### Sizing map, run 1

(3 px per um)
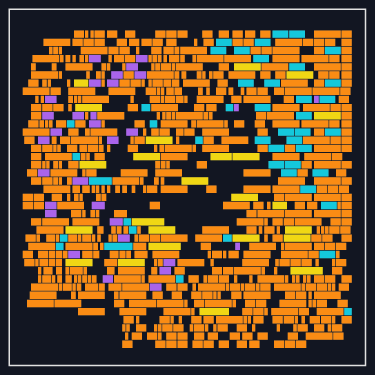
### Placement view, run 1

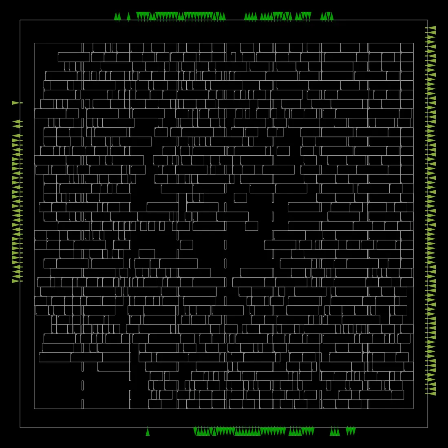
### Signal wires on met3, run 1

(2 px per um)
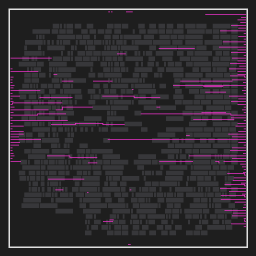
File: config.mk
export PLATFORM = sky130hd
export DESIGN_NAME = data_mem_ctrl
export DESIGN_NICKNAME = d
export VERILOG_FILES = /design/src/rtl/data_mem_ctrl.sv
export SDC_FILE = /design/constraint.sdc
export NUM_CORES = 1
export LEC_CHECK = 0
export CAP_MARGIN = 40
export CORE_MARGIN = 4
export CORE_UTILIZATION = 45
export DETAILED_ROUTE_END_ITERATION = 10
export HOLD_SLACK_MARGIN = 0.12
export MAX_ROUTING_LAYER = met4
export PLACE_DENSITY = 0.82
export SLEW_MARGIN = 30
export SYNTH_ARGS = -nofsm -noshare
export SYNTH_HDL_FRONTEND = slang
export SYNTH_SLANG_ARGS = --single-unit
export TNS_END_PERCENT = 30
File: constraint.sdc
create_clock -name clk -period 5.1 [get_ports clk]
set_input_delay 1.02 -clock clk [delete_from_list [all_inputs] [get_ports clk]]
set_output_delay 1.02 -clock clk [all_outputs]
set_load 0.02 [all_outputs]
File: src/rtl/data_mem_ctrl.sv
// Data-memory access controller: one outstanding load/store on a req/gnt/rvalid bus.
// It builds byte enables and lane-replicated store data, traps misaligned or
// unsupported accesses without touching the bus, and aborts on a response timeout.
module data_mem_ctrl #(
    parameter int unsigned TIMEOUT_CYCLES = 255,
    parameter int unsigned CNT_W          = 8
) (
    input  logic        clk,
    input  logic        rst_n,
    input  logic        core_req_valid,
    output logic        core_req_ready,
    input  logic        core_we,
    input  logic [2:0]  core_funct3,
    input  logic [31:0] core_addr,
    input  logic [31:0] core_wdata,
    output logic        core_resp_valid,
    output logic [31:0] core_rdata,
    output logic        core_err,
    output logic [1:0]  core_err_cause,
    output logic        mem_req,
    input  logic        mem_gnt,
    output logic [31:0] mem_addr,
    output logic        mem_we,
    output logic [3:0]  mem_be,
    output logic [31:0] mem_wdata,
    input  logic        mem_rvalid,
    input  logic [31:0] mem_rdata
);

    typedef enum logic [1:0] {IDLE, REQ, WAIT, RESP} state_e;

    localparam logic [1:0]       CauseNone   = 2'b00;
    localparam logic [1:0]       CauseLdMis  = 2'b01;
    localparam logic [1:0]       CauseStMis  = 2'b10;
    localparam logic [1:0]       CauseTmo    = 2'b11;
    localparam logic [CNT_W-1:0] CntLast     = CNT_W'(TIMEOUT_CYCLES - 1);

    state_e           state_q;
    logic [CNT_W-1:0] cnt_q;

    logic        f3_ok;
    logic        misaligned;
    logic [3:0]  be_c;
    logic [31:0] wdata_c;

    assign core_req_ready = (state_q == IDLE);

    // Decode the incoming request: legality, alignment, byte lanes and store data.
    always_comb begin
        be_c    = 4'b1111;
        wdata_c = 32'h0;
        if (core_we) begin
            f3_ok = ~core_funct3[2] & (core_funct3[1:0] != 2'b11);
        end else begin
            f3_ok = (core_funct3[1:0] != 2'b11) & ~(core_funct3[2] & core_funct3[1]);
        end
        misaligned = ~f3_ok
                   | ((core_funct3[1:0] == 2'b01) & core_addr[0])
                   | ((core_funct3[1:0] == 2'b10) & (core_addr[1:0] != 2'b00));
        if (core_we) begin
            case (core_funct3[1:0])
                2'b00: begin
                    be_c    = 4'b0001 << core_addr[1:0];
                    wdata_c = {4{core_wdata[7:0]}};
                end
                2'b01: begin
                    be_c    = 4'b0011 << core_addr[1:0];
                    wdata_c = {2{core_wdata[15:0]}};
                end
                default: begin
                    be_c    = 4'b1111;
                    wdata_c = core_wdata;
                end
            endcase
        end
    end

    // Transaction FSM with registered bus and response outputs.
    always_ff @(posedge clk or negedge rst_n) begin
        if (!rst_n) begin
            state_q         <= IDLE;
            cnt_q           <= '0;
            mem_req         <= 1'b0;
            mem_we          <= 1'b0;
            mem_be          <= 4'b0000;
            mem_addr        <= 32'h0;
            mem_wdata       <= 32'h0;
            core_resp_valid <= 1'b0;
            core_rdata      <= 32'h0;
            core_err        <= 1'b0;
            core_err_cause  <= CauseNone;
        end else begin
            case (state_q)
                IDLE: begin
                    if (core_req_valid) begin
                        if (misaligned) begin
                            core_resp_valid <= 1'b1;
                            core_rdata      <= 32'h0;
                            core_err        <= 1'b1;
                            core_err_cause  <= core_we ? CauseStMis : CauseLdMis;
                            state_q         <= RESP;
                        end else begin
                            mem_req   <= 1'b1;
                            mem_addr  <= {core_addr[31:2], 2'b00};
                            mem_we    <= core_we;
                            mem_be    <= be_c;
                            mem_wdata <= wdata_c;
                            state_q   <= REQ;
                        end
                    end
                end
                REQ: begin
                    if (mem_gnt) begin
                        mem_req <= 1'b0;
                        cnt_q   <= '0;
                        if (mem_rvalid) begin
                            core_resp_valid <= 1'b1;
                            core_rdata      <= mem_we ? 32'h0 : mem_rdata;
                            core_err        <= 1'b0;
                            core_err_cause  <= CauseNone;
                            state_q         <= RESP;
                        end else begin
                            state_q <= WAIT;
                        end
                    end
                end
                WAIT: begin
                    cnt_q <= cnt_q + CNT_W'(1);
                    if (mem_rvalid) begin
                        core_resp_valid <= 1'b1;
                        core_rdata      <= mem_we ? 32'h0 : mem_rdata;
                        core_err        <= 1'b0;
                        core_err_cause  <= CauseNone;
                        state_q         <= RESP;
                    end else if (cnt_q == CntLast) begin
                        core_resp_valid <= 1'b1;
                        core_rdata      <= 32'h0;
                        core_err        <= 1'b1;
                        core_err_cause  <= CauseTmo;
                        state_q         <= RESP;
                    end
                end
                RESP: begin
                    core_resp_valid <= 1'b0;
                    core_rdata      <= 32'h0;
                    core_err        <= 1'b0;
                    core_err_cause  <= CauseNone;
                    state_q         <= IDLE;
                end
                default: state_q <= IDLE;
            endcase
        end
    end

endmodule

==> results.txt, run 1 <==
yosys + openroad results -> R2R cell count 7, aoi share 7.256%, RR Startpoint state_q[0], total power draw 4.923 mW, switching part of the total power 35.73%, IO Pins 212, global-route wire length before repair 24.51 mm, Adders+Majority by Area 1.602%, internal power 3.164 mW, outcome finished clean, placed insts 829, Syn. warnings 0, Avg Synthesized Cell Area 11.00 um2, register share after synthesis 52.19%, main flop type dfrtp_1, yosys simple share 10.60%, worst-path fanout max 36, die x size 118.2 um, cells after synthesis 497, clkbuf count 19, hold buffers post-CTS 0, Register Area 2853 um2, largest net degree at the start of global routing 56, VDD IR max 0.4289 mV, Setup CP Type input pin to flip-flop, Post-DRT Antenna Nets 0, WP data required 5.39 ns, Psw 1.759 mW, unrepaired setup endpoints after global routing no, worst hold path stage count 2, post-route setup TNS 0 ns, Dominant comb cell multiplexers, Cell Type Count 39, Top delay family on crit path buffers and inverters, Sink Count 114, Worst Setup EP core_err_cause[0], CP arrival 3.69 ns, CP endpoint kind flip-flop, die area 13970 um2, XORs/XNORs by Area 0.8011%, vias in the first global route 4595, Setup Fix Bufs, Post-CTS 0, R2R setup slack 2.64 ns, Static Leak 3.687 nW, inverter count 40, wire per inst 17.80 um, nets 817, peak per-stage delay on the critical path 0.77 ns, Non-clock buffer share 26.36%, TritonCTS clock tree yes
About 'Sizing map':
- cyan: _3 and _4 cells (cells 45)
- yellow: _6 and larger (cells 24)
- orange: _0 and _1 cells (cells 618)
- purple: _2 cells (cells 31)
synth-to-layout area growth: 50.90%
Final WS setup: 1.704 ns
Non-clk bufs: 216
cell area after layout: 8249 um2

About 'Placement view':
filler cell count: 807
flop count: 114
Row Count: 39
non-filler cells, final: 861
Core ar.: 11660 um2

About 'Signal wires on met3':
- longest straight run: 68.8 um
- wire length on this layer: 1090 um
- share of all routed wire: 7.1%
total number of vias: 4335
GR Layer Usage met3: 7.832%
Routed Wire Length: 15.33 mm

### Sequential cells colored by netlist name, run 1

(3 px per um) Other sequential cells in the stronger gray, the rest of the logic in the fainter gray.
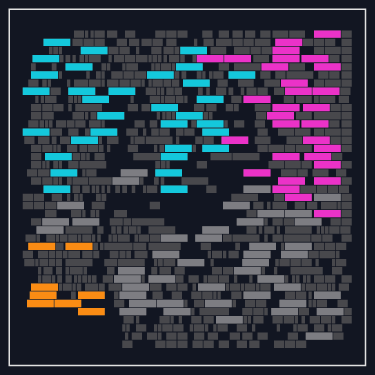

==> run 2: changes to the inputs <==
--- a/config.mk
+++ b/config.mk
@@ -7,11 +7,11 @@
 export LEC_CHECK = 0
 export CAP_MARGIN = 40
 export CORE_MARGIN = 4
-export CORE_UTILIZATION = 45
+export CORE_UTILIZATION = 40
 export DETAILED_ROUTE_END_ITERATION = 10
 export HOLD_SLACK_MARGIN = 0.12
 export MAX_ROUTING_LAYER = met4
-export PLACE_DENSITY = 0.82
+export PLACE_DENSITY = 0.77
 export SLEW_MARGIN = 30
 export SYNTH_ARGS = -nofsm -noshare
 export SYNTH_HDL_FRONTEND = slang
==> constraint.sdc (replaced) <==
create_clock -name clk -period 3.1 [get_ports clk]
set_input_delay 0.62 -clock clk [delete_from_list [all_inputs] [get_ports clk]]
set_output_delay 0.62 -clock clk [all_outputs]
set_load 0.02 [all_outputs]
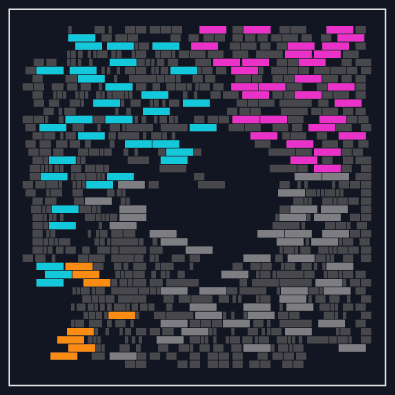
*Sequential cells colored by netlist name, run 2*
(3 px per um) Other sequential cells in the stronger gray, the rest of the logic in the fainter gray.
- orange: cnt_q (flops 8; where south-west)
- magenta: mem_addr (flops 30; where north-east)
- cyan: mem_wdata (flops 32)
Finished Core Util: 62.81%
sequential power: 2.46 mW

==> results.txt, run 2 <==
yosys + openroad results -> outcome finished clean, peak per-stage delay on the critical path 0.67 ns (-0.10 ns), Top delay family on crit path buffers and inverters, clkbuf count 18 (-1), Non-clk bufs 221 (+2.3%), flop count 114 (unchanged), inverter count 40 (unchanged), die x size 124.9 um (+5.7%), Syn. warnings 0 (unchanged), Static Leak 3.714 nW (+0.73%), Setup Fix Bufs, Post-CTS 0 (unchanged), hold buffers post-CTS 0 (unchanged), unrepaired setup endpoints after global routing no, Psw 2.879 mW (+64%), RR Startpoint state_q[0], Setup CP Type flip-flop to output port, total number of vias 4347 (+0.28%), vias in the first global route 4613 (+0.39%), Worst Setup EP core_req_ready, R2R cell count 7 (unchanged), Routed Wire Length 15.12 mm (-1.3%), yosys simple share 10.60% (unchanged), synth-to-layout area growth 52.76%, non-filler cells, final 899 (+4.4%), CP endpoint kind output port, filler cell count 1055 (+31%), post-route setup TNS 0 ns (unchanged), Avg Synthesized Cell Area 11.00 um2 (unchanged), internal power 5.267 mW (+66%), aoi share 7.256% (unchanged)
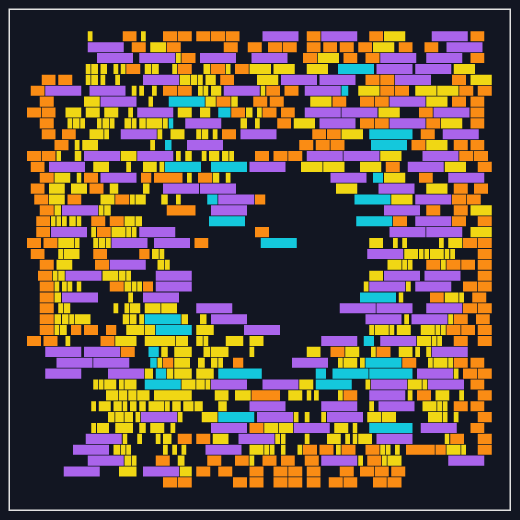
*Placed cells, one color a class, run 2*
(4 px per um)
- orange: other buffers and delay cells (cells 221)
- yellow: combinational and other logic (cells 356)
- purple: flops (cells 114)
- cyan: clock drivers and dummy loads (cells 32)
cell area after layout: 8351 um2
flop share of the area: 34.16%
Core ar.: 13300 um2
Row Count: 42

Power figures rest on the tool's default switching activity, not on a simulated workload.
